### src/rtl/fifo_ram_ctrl.sv
// Pointer and flag controller that pairs with a 16x8 dual-port RAM to form a synchronous FIFO.
// Drives the RAM write/read port controls each cycle; RAM data paths bypass this block.
module fifo_ram_ctrl #(
    parameter int ADDR_W   = 4,
    parameter int AF_LEVEL = 14,
    parameter int AE_LEVEL = 2
) (
    input  logic              clk,
    input  logic              rst_n,
    input  logic              push_i,
    input  logic              pop_i,
    output logic              wr_en_o,
    output logic [ADDR_W-1:0] wr_addr_o,
    output logic              rd_en_o,
    output logic [ADDR_W-1:0] rd_addr_o,
    output logic              rd_valid_o,
    output logic              full_o,
    output logic              empty_o,
    output logic              almost_full_o,
    output logic              almost_empty_o,
    output logic [ADDR_W:0]   count_o,
    output logic              overflow_o,
    output logic              underflow_o
);

    localparam logic [ADDR_W:0] AF_LVL = (ADDR_W+1)'(AF_LEVEL);
    localparam logic [ADDR_W:0] AE_LVL = (ADDR_W+1)'(AE_LEVEL);
    localparam logic [ADDR_W:0] ONE    = (ADDR_W+1)'(1);

    logic [ADDR_W:0] wr_ptr_q, wr_ptr_d;
    logic [ADDR_W:0] rd_ptr_q, rd_ptr_d;
    logic [ADDR_W:0] count_q, count_d;
    logic            rd_valid_q, overflow_q, underflow_q;
    logic            full, empty, push_ok, pop_ok;

    // Pointers carry an extra wrap bit so full and empty are distinguishable.
    assign full    = (wr_ptr_q[ADDR_W] != rd_ptr_q[ADDR_W]) &&
                     (wr_ptr_q[ADDR_W-1:0] == rd_ptr_q[ADDR_W-1:0]);
    assign empty   = (wr_ptr_q == rd_ptr_q);
    assign push_ok = push_i & ~full;
    assign pop_ok  = pop_i & ~empty;

    always_comb begin
        wr_ptr_d = wr_ptr_q;
        rd_ptr_d = rd_ptr_q;
        count_d  = count_q;
        if (push_ok) wr_ptr_d = wr_ptr_q + ONE;
        if (pop_ok)  rd_ptr_d = rd_ptr_q + ONE;
        case ({push_ok, pop_ok})
            2'b10:   count_d = count_q + ONE;
            2'b01:   count_d = count_q - ONE;
            default: count_d = count_q;
        endcase
    end

    always_ff @(posedge clk or negedge rst_n) begin
        if (!rst_n) begin
            wr_ptr_q    <= '0;
            rd_ptr_q    <= '0;
            count_q     <= '0;
            rd_valid_q  <= 1'b0;
            overflow_q  <= 1'b0;
            underflow_q <= 1'b0;
        end else begin
            wr_ptr_q    <= wr_ptr_d;
            rd_ptr_q    <= rd_ptr_d;
            count_q     <= count_d;
            rd_valid_q  <= pop_ok;
            overflow_q  <= push_i & full;
            underflow_q <= pop_i & empty;
        end
    end

    assign wr_en_o        = push_ok;
    assign wr_addr_o      = wr_ptr_q[ADDR_W-1:0];
    assign rd_en_o        = pop_ok;
    assign rd_addr_o      = rd_ptr_q[ADDR_W-1:0];
    assign rd_valid_o     = rd_valid_q;
    assign full_o         = full;
    assign empty_o        = empty;
    assign almost_full_o  = (count_q >= AF_LVL);
    assign almost_empty_o = (count_q <= AE_LVL);
    assign count_o        = count_q;
    assign overflow_o     = overflow_q;
    assign underflow_o    = underflow_q;

endmodule
### config.mk
export PLATFORM = sky130hd
export DESIGN_NAME = fifo_ram_ctrl
export DESIGN_NICKNAME = d
export VERILOG_FILES = /design/src/rtl/fifo_ram_ctrl.sv
export SDC_FILE = /design/constraint.sdc
export NUM_CORES = 1
export LEC_CHECK = 0
export CAP_MARGIN = 20
export CELL_PAD_IN_SITES_DETAIL_PLACEMENT = 0
export CELL_PAD_IN_SITES_GLOBAL_PLACEMENT = 1
export CORE_MARGIN = 2
export CORE_UTILIZATION = 34
export CTS_CLUSTER_DIAMETER = 80
export DETAILED_ROUTE_END_ITERATION = 8
export PLACE_DENSITY = 0.79
export SLEW_MARGIN = 20
export SYNTH_ARGS = -nofsm -noshare
export SYNTH_HDL_FRONTEND = slang
export SYNTH_SLANG_ARGS = --single-unit
### constraint.sdc
create_clock -name clk -period 2.5 [get_ports clk]
set_input_delay 0.5 -clock clk [delete_from_list [all_inputs] [get_ports clk]]
set_output_delay 0.5 -clock clk [all_outputs]
set_load 0.005 [all_outputs]
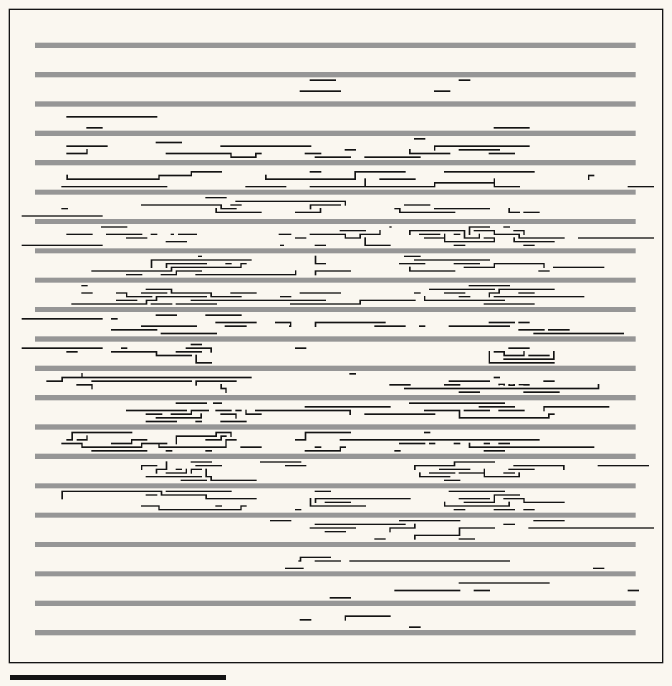
**Above:** run 1 (the metal 1 layer).
Bar = 20 µm. Supply wires on this layer in grey.
main direction: horizontal
share of all routed wire: 45%
nets with wire on the layer: 141
wire length on this layer: 1100 µm
longest straight run: 18.4 µm
WL final: 2440 µm
via count: 892
global-route met1 utilization: 0.183

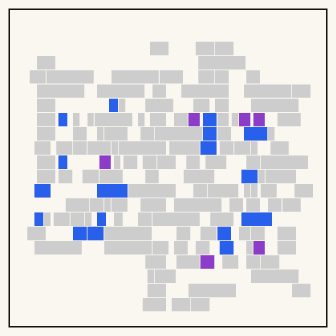
**Above:** run 1 (gate-type map).
| colour | family | cells |
|---|---|---|
| blue | aoi and oai cells | 17 |
| purple | and/or cells | 6 |
final non-filler cell total: 190
most numerous logic cell after layout: buf_4
combinational fraction of the cell area: 0.368

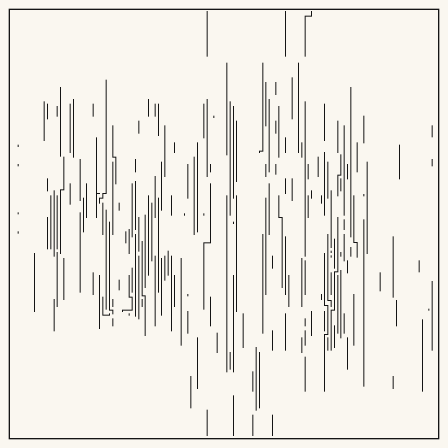
**Above:** run 1 (signal wires on met2).
wire length on this layer: 1160 µm
nets with wire on the layer: 137
main direction: vertical
met2 usage: 0.241

==> flow_summary_export.csv, run 1 <==
group,metric,value,unit
synth,synth.largest_area_cell,"dfrtp_1",
synth,syn_area,0.00108,mm²
clock_network,cts_resized,4,
synth,top_logic_kind,"AND-OR/OR-AND gates",
synth,ys_sh_adder,0.0880,
clock_network,clk_latency,290,ps
synth,seq_area_frac_synth,0.417,
critical_path,r2r_setup_slack,70,ps
clock_network,ctsHoldBuffers,0,
critical_path,crit_type,"register to register",
clock_network,path_clk_slew,100,ps
cells_and_area,syn_to_final_growth,49.0,%
place,place_area,0.00146,mm²
synth,yosys-mux-area-fraction,0.0243,
critical_path,critical-path-max-stage-delay,420,ps
synth,synth-warning-count,0,
floorplan,die_y,60.4,µm
pwr,power.total,2.18,mW
place,dp_cells,181,
floorplan,design.core.area,0.00303,mm²
drt,wl_per_cell,12.8,µm
clock_network,cts_buffers,3,
final_timing,layout_min_cycle_time,2430,ps
place,pre_cts_ws,-89.8,ps
critical_path,ff2ff_path_depth,10,
synth,ys_types,33,
critical_path,crit_buf_inv,1,
synth,simple_gate_share,0.111,
final_timing,drv_slew,0,
synth,compound_area_frac,0.148,
floorplan,chip_area,0.00365,mm²
place,globalplace.congestion,0.897,
grt,first_global_vias,885,
final_timing,finalClockPeriodUsage,0.973,
floorplan,ios,26,
clock_network,cts_tree,"built",
critical_path,cp.depth,10,
critical_path,cp-start-kind,"register",
drt,ant_nets,0,
cells_and_area,clk_share,0.0225,
critical_path,r2r_start,"wr_ptr_q[1]",
critical_path,startpoint,"wr_ptr_q[1]",
critical_path,cpLargestDelayFamily,"AND-OR/OR-AND gates",
critical_path,cp-end-kind,"register",
cells_and_area,stdcell_area,0.00161,mm²
grt,antenna_found_initial,0,
critical_path,path_cells,"xnor2_2 -> nand4_2 -> buf_6 -> o21ai_4 -> ha_4 -> ha_1 -> nor2b_2 -> o21a_1 -> o311ai_2 -> o311ai_1",
final_timing,final.setup.worst_slack,68.7,ps
synth,ys_async_sr_fraction,1.00,
cells_and_area,nFillCells,290,
job,cap_violations,0,
cells_and_area,fin_util,0.532,
cells_and_area,seq_cells,18,
cells_and_area,flop_area,450,µm²
grt,grt-ovfl-total,0,
floorplan,nWellTaps,44,
final_timing,final.setup_skew,1.00,ps
final_timing,setup_viol_count_final,0,
critical_path,crit_path_end,"count_o[4]",
cells_and_area,inv_count,6,
synth,edf_count,0,
drt,viasPerCell,4.69,
clock_network,post-cts-setup-buffers,2,
clock_network,htreeDepth,1,
critical_path,cp_max_fo,5,
clock_network,cts.sinks,18,
cells_and_area,clock_buffers,4,
final_timing,finalSetupTns,0,ps
synth,syn_avg_cell_area,10.6,µm²
final_timing,worstMarginPinSlew,345,ps
synth,synth.top_cell.area_share,0.417,
synth,syn_inst,102,
cells_and_area,logic_area,593,µm²
min_path,hp-class,"input pin to async pin",
cells_and_area,drive_above_1_share,0.295,
synth,syn-num-nets,113,
grt,grt_usage,0.150,
grt,grt_max_degree,19,
synth,xor_share,0.122,
synth,topCellsByArea,"dfrtp_1, xnor2_1, ha_1",
drt,detail_route.first_pass.iterations,4,
pwr,powerDensity,1350,mW/mm²
critical_path,r2r_end,"count_o[4]",
cells_and_area,layout.nets,158,
job,warnings,27,
cells_and_area,antenna_cells,0,
pwr,p_leak,0.744,nW
synth,ys_cells,102,
cells_and_area,seq_area_frac,0.280,
floorplan,initial_core_util,0.357,
drt,drc_errors,0,
cells_and_area,nonClockBufferCount,50,
synth,common_cells,"dfrtp_1, xnor2_1, buf_4",
synth,synth_flops,18,
final_timing,rsz0062_at_grt,"true",
synth,ff_type,"dfrtp_1",
pwr,ir_worst_vdd,0.000577,V
cells_and_area,dominant_cells,"logic gates",
final_timing,holdWs,528,ps
place,dp.final_hpwl,1740,µm
drt,drt_iter0_markers,41,
final_timing,maxSlewHeadroom,0.764,
synth,top_cell,"dfrtp_1",
floorplan,rows,20,
final_timing,fmax,0.411,GHz
cells_and_area,area_share_nonclk_buffers,0.281,
status,run_status,"finished, final reports clean",
cells_and_area,nMultiInputCombCells,68,
synth,yosys_area,0.00108,mm²
floorplan,die_width,60.4,µm
critical_path,cp.arrival,2600,ps
final_timing,hold_violations,0,
critical_path,cp_slowest_cell,"dfrtp_1",
grt,grt_pass1_wl,4000,µm
clock_network,cts-root-buf,"clkbuf_4",
critical_path,cp_data_required_time,2670,ps
## run 1: layer usage
metal | vias up | track usage | wire, µm
met3 | 5 | 0.0490 | 141
met5 | - | 0 | 0
met4 | 0 | 0.0698 | 36
li1 | 436 | - | -
met2 | 30 | 0.241 | 1160
met1 | 421 | 0.183 | 1100
## run 1: report_power, final
group / switching (mW) / internal, mW
sequential: 0.165 / 0.428
combinational: 0.546 / 0.857
clock: 0.0915 / 0.0888
total: 0.802 / 1.37
## run 1: layout by cell type (no fill, tap or decap), drive strengths merged, types with 2 or more instances in the layout
cell type,n
nand4,3
and2,3
o211ai,5
xnor2,12
o311ai,3
ha,6
clkdlybuf4s50,22
mux2,2
inv,6
and3,2
xor2,3
nor2,5
dlymetal6s2s,3
o21ai,6
clkbuf,4
buf,25
nand2,7
dfrtp,18
## Run 2: what changed since run 1
REMOVE_ABC_BUFFERS = 1   (was not set)
==> flow_summary_export.csv, run 2 <==
group,metric,value,unit
grt,grt_max_degree,19,
min_path,hp-class,"input pin to async pin",
clock_network,cts.sinks,18,
cells_and_area,syn_to_final_growth,44.3,%
final_timing,hold_violations,0,
synth,synth_flops,18,
job,cap_violations,0,
floorplan,rows,20,
synth,compound_area_frac,0.148,
critical_path,cp_slowest_cell,"dfrtp_1",
synth,top_cell,"dfrtp_1",
cells_and_area,seq_area_frac,0.289,
final_timing,fmax,0.416,GHz
cells_and_area,lay_top_count,"buf_4",
drt,drt_iter0_markers,26,
synth,yosys_area,0.00108,mm²
clock_network,htreeDepth,1,
synth,syn_avg_cell_area,10.6,µm²
place,globalplace.congestion,0.808,
grt,first_global_vias,852,
job,warnings,26,
critical_path,cp.arrival,2590,ps
drt,dr_wl_met3,141,µm
critical_path,cp.depth,11,
pwr,ir_worst_vdd,0.000520,V
cells_and_area,stdcell_area,0.00156,mm²
critical_path,startpoint,"rd_ptr_q[2]",
cells_and_area,nonClockBufferCount,49,
floorplan,design.core.area,0.00303,mm²
grt,use_met2,0.252,
floorplan,nWellTaps,44,
cells_and_area,area_share_nonclk_buffers,0.287,
pwr,powerDensity,1340,mW/mm²
synth,syn_inst,102,
clock_network,cts_tree,"built",
place,dp.final_hpwl,1800,µm
synth,syn_area,0.00108,mm²
cells_and_area,drive_above_1_share,0.278,
final_timing,layout_min_cycle_time,2410,ps
synth,top_logic_kind,"AND-OR/OR-AND gates",
cells_and_area,flop_area,450,µm²
cells_and_area,clock_buffers,3,
pwr,power.total,2.09,mW
critical_path,cp-start-kind,"register",
place,pre_cts_ws,-174,ps
clock_network,clk_latency,290,ps
synth,ys_async_sr_fraction,1.00,
clock_network,cts_buffers,3,
drt,wl_met2,1250,µm
synth,xor_share,0.122,
synth,synth-warning-count,0,
cells_and_area,seq_cells,18,
synth,synth.top_cell.area_share,0.417,
synth,ff_type,"dfrtp_1",
grt,grt_pass1_wl,3710,µm
critical_path,crit_path_end,"count_o[3]",
final_timing,drv_slew,0,
critical_path,crit_buf_inv,2,
cells_and_area,nFillCells,274,
clock_network,ctsHoldBuffers,0,
grt,antenna_found_initial,0,
floorplan,die_y,60.4,µm
synth,ys_cells,102,
cells_and_area,antenna_cells,0,
critical_path,cp_data_required_time,2690,ps
grt,grt_usage,0.138,
cells_and_area,logic_area,562,µm²
synth,edf_count,0,
clock_network,cts-root-buf,"clkbuf_4",
critical_path,cpLargestDelayFamily,"AND-OR/OR-AND gates",
floorplan,ios,26,
clock_network,cts_resized,3,
drt,drc_errors,0,
drt,detail_route.first_pass.iterations,4,
synth,simple_gate_share,0.111,
grt,use_met3,0.0448,
final_timing,final.setup_skew,8.94,ps
critical_path,critical-path-max-stage-delay,420,ps
critical_path,r2r_setup_slack,90,ps
cells_and_area,inv_count,6,
final_timing,setup_viol_count_final,0,
floorplan,die_width,60.4,µm
synth,seq_area_frac_synth,0.417,
grt,grt-ovfl-total,0,
drt,top_layer,"met3",
final_timing,finalSetupTns,0,ps
critical_path,r2r_end,"count_o[3]",
synth,ys_sh_adder,0.0880,
drt,viasPerCell,4.78,
place,place_area,0.00145,mm²
status,run_status,"finished, final reports clean",
cells_and_area,layout.nets,157,
cells_and_area,fin_util,0.515,
grt,grt.busiest_layer,"met2",
critical_path,r2r_start,"rd_ptr_q[2]",
drt,ant_nets,0,
critical_path,cp-end-kind,"register",
cells_and_area,clk_share,0.0144,
cells_and_area,dominant_cells,"logic gates",
final_timing,rsz0062_at_grt,"true",
cells_and_area,nMultiInputCombCells,68,
drt,wl_met1,1020,µm
critical_path,crit_type,"register to register",
pwr,p_leak,0.739,nW
synth,ys_types,33,
synth,yosys-mux-area-fraction,0.0243,
final_timing,final.setup.worst_slack,93.6,ps
synth,common_cells,"dfrtp_1, xnor2_1, buf_4",
final_timing,finalClockPeriodUsage,0.963,
clock_network,post-cts-setup-buffers,0,
synth,synth.largest_area_cell,"dfrtp_1",
critical_path,path_cells,"xnor2_2 -> nand4_2 -> o21ai_2 -> inv_2 -> ha_2 -> buf_4 -> ha_1 -> a21o_1 -> a21oi_2 -> xor2_1 -> o21ai_0",
drt,wl_per_cell,12.8,µm
final_timing,holdWs,541,ps
synth,topCellsByArea,"dfrtp_1, xnor2_1, ha_1",
critical_path,cp_max_fo,6,
critical_path,ff2ff_path_depth,11,
floorplan,chip_area,0.00365,mm²
cells_and_area,layout_top_cells,"buf_4, clkdlybuf4s50_1, dfrtp_1, xnor2_1, nand2_1",
final_timing,worstMarginPinSlew,345,ps
floorplan,initial_core_util,0.357,
clock_network,path_clk_slew,100,ps
place,dp_cells,180,
final_timing,maxSlewHeadroom,0.764,
==> run 2: cell count changes in the layout (fill, tap and decap cells not counted), sizes merged <==
| cell | before | now |
|---|---|---|
| clkdlybuf4s50 | 22 | 21 |
| clkbuf | 4 | 3 |
| buf | 25 | 24 |
| dlymetal6s2s | 3 | 4 |
==> run 2: power breakdown <==
part           total [mW]  internal [mW]  switching (mW)
clock network       0.144         0.0561          0.0879
logic                1.36          0.822           0.535
registers           0.586          0.428           0.159
==> run 2: worst min-delay path by stage <==
stage,from,to,depth (start not counted)
4_1_cts,rst_n,wr_ptr_q[1],2
3_5_place_dp,count_o[0],count_o[0],1
2_1_floorplan,rst_n,count_o[0],0
3_3_place_gp,count_o[0],count_o[0],1
5_1_grt,rst_n,wr_ptr_q[1],2
6_report,rst_n,wr_ptr_q[1],2
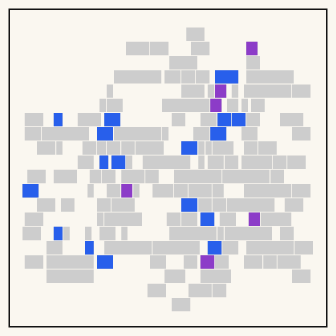
**Above:** run 2 (gate-type map).
| colour | family | cells |
|---|---|---|
| purple | and/or cells | 6 |
| blue | aoi and oai cells | 17 |
final non-filler cell total: 188
combinational fraction of the cell area: 0.360

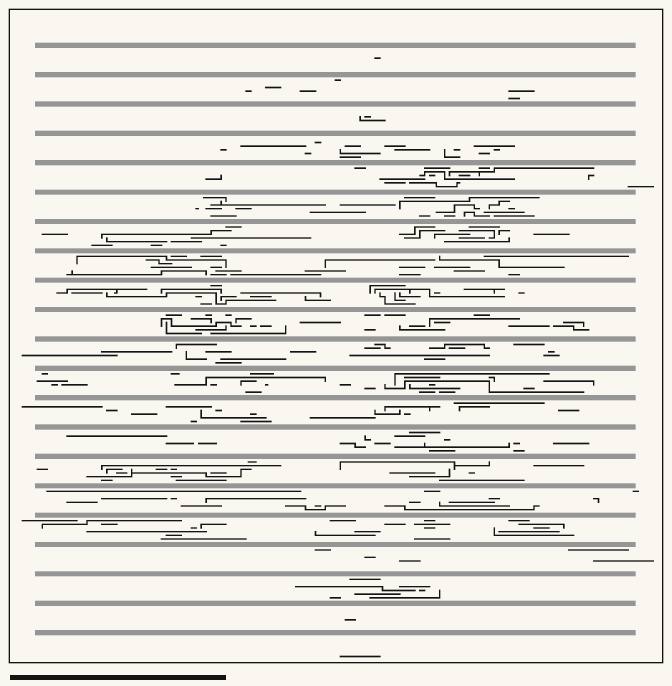
**Above:** run 2 (the metal 1 layer).
Bar = 20 µm. Supply wires on this layer in grey.
longest straight run: 23.5 µm
share of all routed wire: 42%
wire length on this layer: 1020 µm
WL final: 2410 µm
via count: 898
global-route met1 utilization: 0.162

Power is estimated from default activity; no workload was simulated.
